### src/rtl/fb_port_arbiter.sv
// Framebuffer port arbiter: display reads first, buffered writes and
// full-frame clears use the remaining RAM cycles.
module fb_port_arbiter #(
  parameter int ADDR_W     = 17,
  parameter int DATA_W     = 12,
  parameter int FB_WORDS   = 76800,
  parameter int FIFO_DEPTH = 8,
  localparam int LVL_W     = $clog2(FIFO_DEPTH) + 1,
  localparam int PTR_W     = $clog2(FIFO_DEPTH)
) (
  input  logic              clk,
  input  logic              reset,
  input  logic              rd_req,
  input  logic [ADDR_W-1:0] rd_addr,
  output logic [DATA_W-1:0] rd_data,
  output logic              rd_valid,
  input  logic              wr_valid,
  output logic              wr_ready,
  input  logic [ADDR_W-1:0] wr_addr,
  input  logic [DATA_W-1:0] wr_data,
  input  logic              clear_start,
  input  logic [DATA_W-1:0] clear_color,
  output logic              clear_busy,
  output logic              clear_done,
  output logic [LVL_W-1:0]  fifo_level,
  output logic              oob_flag,
  output logic              ram_en,
  output logic              ram_we,
  output logic [ADDR_W-1:0] ram_addr,
  output logic [DATA_W-1:0] ram_wdata,
  input  logic [DATA_W-1:0] ram_rdata
);

  typedef enum logic [1:0] {
    IDLE,
    DRAIN,
    CLEAR
  } state_t;

  localparam logic [ADDR_W-1:0] FB_END  = ADDR_W'(FB_WORDS);
  localparam logic [ADDR_W-1:0] FB_LAST = ADDR_W'(FB_WORDS - 1);
  localparam logic [LVL_W-1:0]  LVL_MAX = LVL_W'(FIFO_DEPTH);

  state_t state, state_nx;

  logic [ADDR_W-1:0] f_addr [FIFO_DEPTH];
  logic [DATA_W-1:0] f_data [FIFO_DEPTH];
  logic [PTR_W-1:0]  wptr, rptr;
  logic [ADDR_W-1:0] clr_cnt;
  logic [DATA_W-1:0] clr_color;
  logic              rd_pend;

  logic push, pop, head_oob, clr_wr, clr_last;

  assign wr_ready   = (fifo_level < LVL_MAX) && (state == IDLE);
  assign push       = wr_valid && wr_ready;
  assign pop        = !rd_req && (state != CLEAR)
                      && (fifo_level != '0);
  assign head_oob   = f_addr[rptr] >= FB_END;
  assign clr_wr     = !rd_req && (state == CLEAR);
  assign clr_last   = clr_wr && (clr_cnt == FB_LAST);
  assign clear_busy = state != IDLE;

  always_comb begin
    ram_en    = 1'b0;
    ram_we    = 1'b0;
    ram_addr  = rd_addr;
    ram_wdata = '0;
    unique case (1'b1)
      rd_req: begin
        ram_en = 1'b1;
      end
      pop: begin
        // out-of-range heads are dropped without touching the RAM
        ram_en    = !head_oob;
        ram_we    = !head_oob;
        ram_addr  = f_addr[rptr];
        ram_wdata = f_data[rptr];
      end
      clr_wr: begin
        ram_en    = 1'b1;
        ram_we    = 1'b1;
        ram_addr  = clr_cnt;
        ram_wdata = clr_color;
      end
      default: ;
    endcase
  end

  always_comb begin
    state_nx = state;
    unique case (state)
      IDLE:  if (clear_start) state_nx = DRAIN;
      DRAIN: if (fifo_level == '0) state_nx = CLEAR;
      CLEAR: if (clr_last) state_nx = IDLE;
      default: state_nx = IDLE;
    endcase
  end

  always_ff @(posedge clk) begin
    if (push) begin
      f_addr[wptr] <= wr_addr;
      f_data[wptr] <= wr_data;
    end
  end

  always_ff @(posedge clk) begin
    if (reset) begin
      state      <= IDLE;
      wptr       <= '0;
      rptr       <= '0;
      fifo_level <= '0;
      clr_cnt    <= '0;
      clr_color  <= '0;
      oob_flag   <= 1'b0;
      clear_done <= 1'b0;
      rd_pend    <= 1'b0;
      rd_valid   <= 1'b0;
      rd_data    <= '0;
    end else begin
      state      <= state_nx;
      clear_done <= clr_last;
      rd_pend    <= rd_req;
      rd_valid   <= rd_pend;
      if (rd_pend) rd_data <= ram_rdata;
      if (push) wptr <= wptr + PTR_W'(1);
      if (pop) rptr <= rptr + PTR_W'(1);
      if (push && !pop) fifo_level <= fifo_level + LVL_W'(1);
      else if (pop && !push) fifo_level <= fifo_level - LVL_W'(1);
      if (pop && head_oob) oob_flag <= 1'b1;
      if (state == IDLE && clear_start) clr_color <= clear_color;
      if (clr_last) clr_cnt <= '0;
      else if (clr_wr) clr_cnt <= clr_cnt + ADDR_W'(1);
    end
  end

endmodule
### config.mk
export PLATFORM = sky130hd
export DESIGN_NAME = fb_port_arbiter
export DESIGN_NICKNAME = d
export VERILOG_FILES = /design/src/rtl/fb_port_arbiter.sv
export SDC_FILE = /design/constraint.sdc
export NUM_CORES = 1
export LEC_CHECK = 0
export CORE_UTILIZATION = 50
export CTS_BUF_LIST = sky130_fd_sc_hd__clkbuf_2
export DETAILED_ROUTE_END_ITERATION = 8
export GPL_ROUTABILITY_DRIVEN = 0
export GPL_TIMING_DRIVEN = 0
export PLACE_DENSITY = 0.71
export SLEW_MARGIN = 20
export SYNTH_ARGS = -nofsm -noshare
export SYNTH_HDL_FRONTEND = slang
export SYNTH_SLANG_ARGS = --single-unit
### constraint.sdc
create_clock -name clk -period 4.18 [get_ports clk]
set_input_delay 0.627 -clock clk [delete_from_list [all_inputs] [get_ports clk]]
set_output_delay 0.627 -clock clk [all_outputs]
set_load 0.03 [all_outputs]
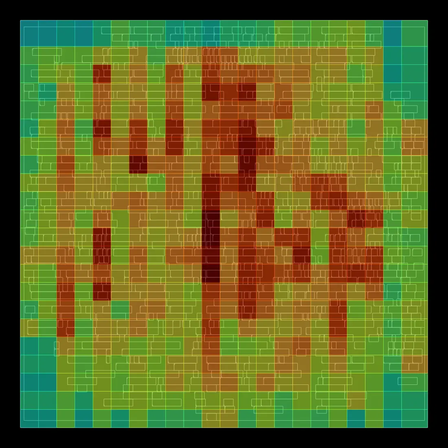
(images/final_congestion.png)
Layout Utilization: 0.635
met1 Resource Use GR: 0.297
combined global-route utilization of all metal layers: 0.247
GR Layer Usage met3: 0.0577
Avg WL per Cell: 22.1 um

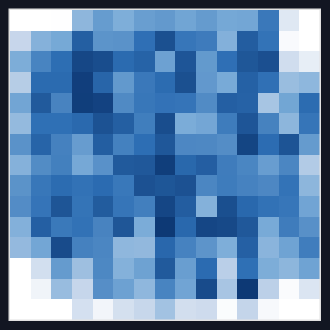
(images/density.png)
(2 px per um) The die is cut into 15 by 15 equal tiles; white is low, dark blue is high, 0 to 100% covered.
mean over tiles = 59%
densest ninth of the die = center
fullest tile = 97%
emptiest ninth of the die = south-west

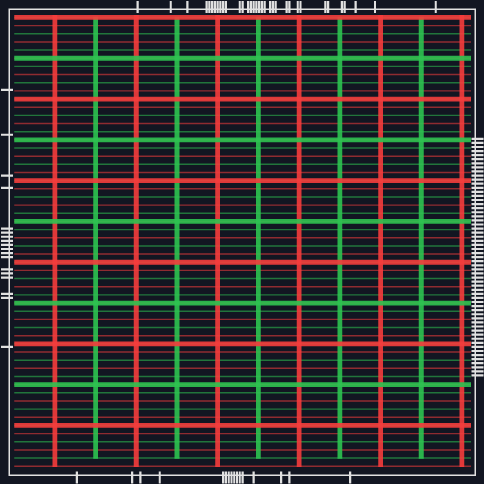
(images/pdn.png)
(3 px per um) Pins as bars on the die edge.
VDD -> green
VSS -> red
met4 straps = 11
rows = 55
signal pins = 127
met5 straps = 11
met1 rails = 56

==> results.txt <==
Implementation status.

- The flow ran to the end, and the final reports show no timing, DRC or antenna violations.
- The flip-flop count of the largest register, all copies and words added is 136.
- Once synthesis finished, the tally of register bits stood at 292.
- The post-CTS hold buffer count recorded in the log is 0.
- Yosys reports a chip area of 0.0117 mm2.
- The setup fix buffers added after clock tree synthesis is 1.
- The sequential cell area share is 0.565.
- The adder-cell share of the synthesized area is 0.00815.
- The top cell type in the final layout, fill and taps aside, is sky130_fd_sc_hd__edfxtp_1.
- The sequential-to-total area share from yosys stat is 0.700.
- The clock distribution power is 0.00201 W.
- The clock network contribution to total cell area is 0.0509.
- The worst stage delay on the critical path is 600 ps.
- The number of pins exceeding their max-slew limit in the final report is 0.
- The count of buffers added on input and output ports is 126.
- The clock root buffer master is sky130_fd_sc_hd__clkbuf_2.
- The flow reported a cell area power density of 527 mW/mm2.
- The internal power consumption is 0.00514 W.
- The total number of nets in the final design is 999.
- The total number of tap cells is 313.
- The detailed-router iteration count before antenna repair is 5.
- The power in combinational cells is 0.00220 W.
- After detailed placement, the total cell area comes to 0.0137 mm2.
- The number of rows in the core area is 55.
- The final non-filler cell area is 0.0145 mm2.
- The area of all sequential standard cells is 0.00817 mm2.
- The launch point of the worst reg-to-reg path is fifo_level[3].
- TritonCTS built the clock tree.
- Max-cap violations in this run came to 0.
- The worst-case vdd ir drop is 302 uV.
- The number of global-route vias before repair is 7529.
- The clock sink total is 292.
- The number of nets still failing antenna checks after routing is 0.
- The detailed router used layers up to and including met5.
- The post-synth design cell area is 0.0117 mm2.
- The worst setup slack after placement is 278 ps.
- The share of total power dissipated in the clock network is 0.264.
- Counting flops per register, the top entry is f_addr.
- The total inserted antenna cells is 1.
- Summing internal, switching and leakage power gives 0.00763 W.
- The number of antenna violations at the first check in global routing came to 3.
- The hold path endpoint is clr_color[9].
- The worst hold slack after final layout is 317 ps.
- Data arrives at the worst endpoint at 3400 ps.
- The number of flip-flops and latches is 292.
- The share of layout cells above drive strength 1 is 0.264.
- The biggest slice of the area belongs to sequential cells.
- In this run the standard cell core region covers 0.0228 mm2.
- Along the critical path, the tally of buffer and inverter instances is 2.
- The cell-mix breakdown from Yosys lists the XOR/XNOR area share as 0.0165.
- The most critical min-delay path falls under input pin to flip-flop.
- The number of clock buffers inserted by TritonCTS is 75.
- The Yosys warning count is 0.
- The final design was reported to hold multi-input combinational gates totalling 367.
- Logic depth along the worst register-to-register path is recorded as 13.
- The report lists the number of cells resized after CTS as 11.
- The inverter tally of the final layout excluding the clock network is 3.
- The non-clock buffer contribution to total cell area is 0.124.
- The die is 155 um wide.
- The end-of-flow timing check tallies setup violations at 0.
- The heaviest power group is registers.
- The dominant non-sequential cell family after synthesis is multiplexers.
- The time the worst path needs with I/O delays and setup is 4030 ps.
- The count of unresolved DRC violations after routing is 0.
- The net count of the mapped netlist is 781.
- Of the total standard cell area in the layout, the multi-input combinational portion is 0.233.
- On the worst setup and hold paths after CTS, the clock-pin slew comes to 100 ps.
- The routed length on met2 is 14.7 mm.
- The area fraction in mux cells is 0.149.
- Per the OpenROAD floorplan log, the area of the die is 0.0240 mm2.
- After layout, the buffer instance count without clock buffers stands at 178.
- The slowest stage of the critical path is the sky130_fd_sc_hd__clkdlybuf4s50_1 cell.
- The total congestion overflow after global routing is 0.
- The layer carrying the most global-route usage is met2.
- At the worst endpoint, the required time is 3550 ps.
- From synthesis to final layout, the design area changed by 23.9%.
- The first global-routing pass estimated 42.8 mm of wire.
- The end of the critical path is ram_addr[16].
[synth_stat cells (all sizes together), types with 5 or more instances]
| cell | number | share of area |
|---|---|---|
| a21oi | 21 | 0.0093 |
| a22oi | 16 | 0.010 |
| buf | 25 | 0.015 |
| clkbuf | 12 | 0.0039 |
| dfxtp | 60 | 0.10 |
| edfxtp | 232 | 0.60 |
| ha | 6 | 0.0064 |
| mux2i | 41 | 0.035 |
| mux4 | 58 | 0.11 |
| nand2 | 59 | 0.019 |
| nand2b | 6 | 0.0032 |
| nand3 | 5 | 0.0021 |
| nor2 | 55 | 0.020 |
| nor2b | 5 | 0.0027 |
| nor3 | 13 | 0.0070 |
| o21ai | 29 | 0.012 |
| xnor2 | 6 | 0.0045 |
| xor2 | 16 | 0.012 |
Power and IR drop assume default switching activity.
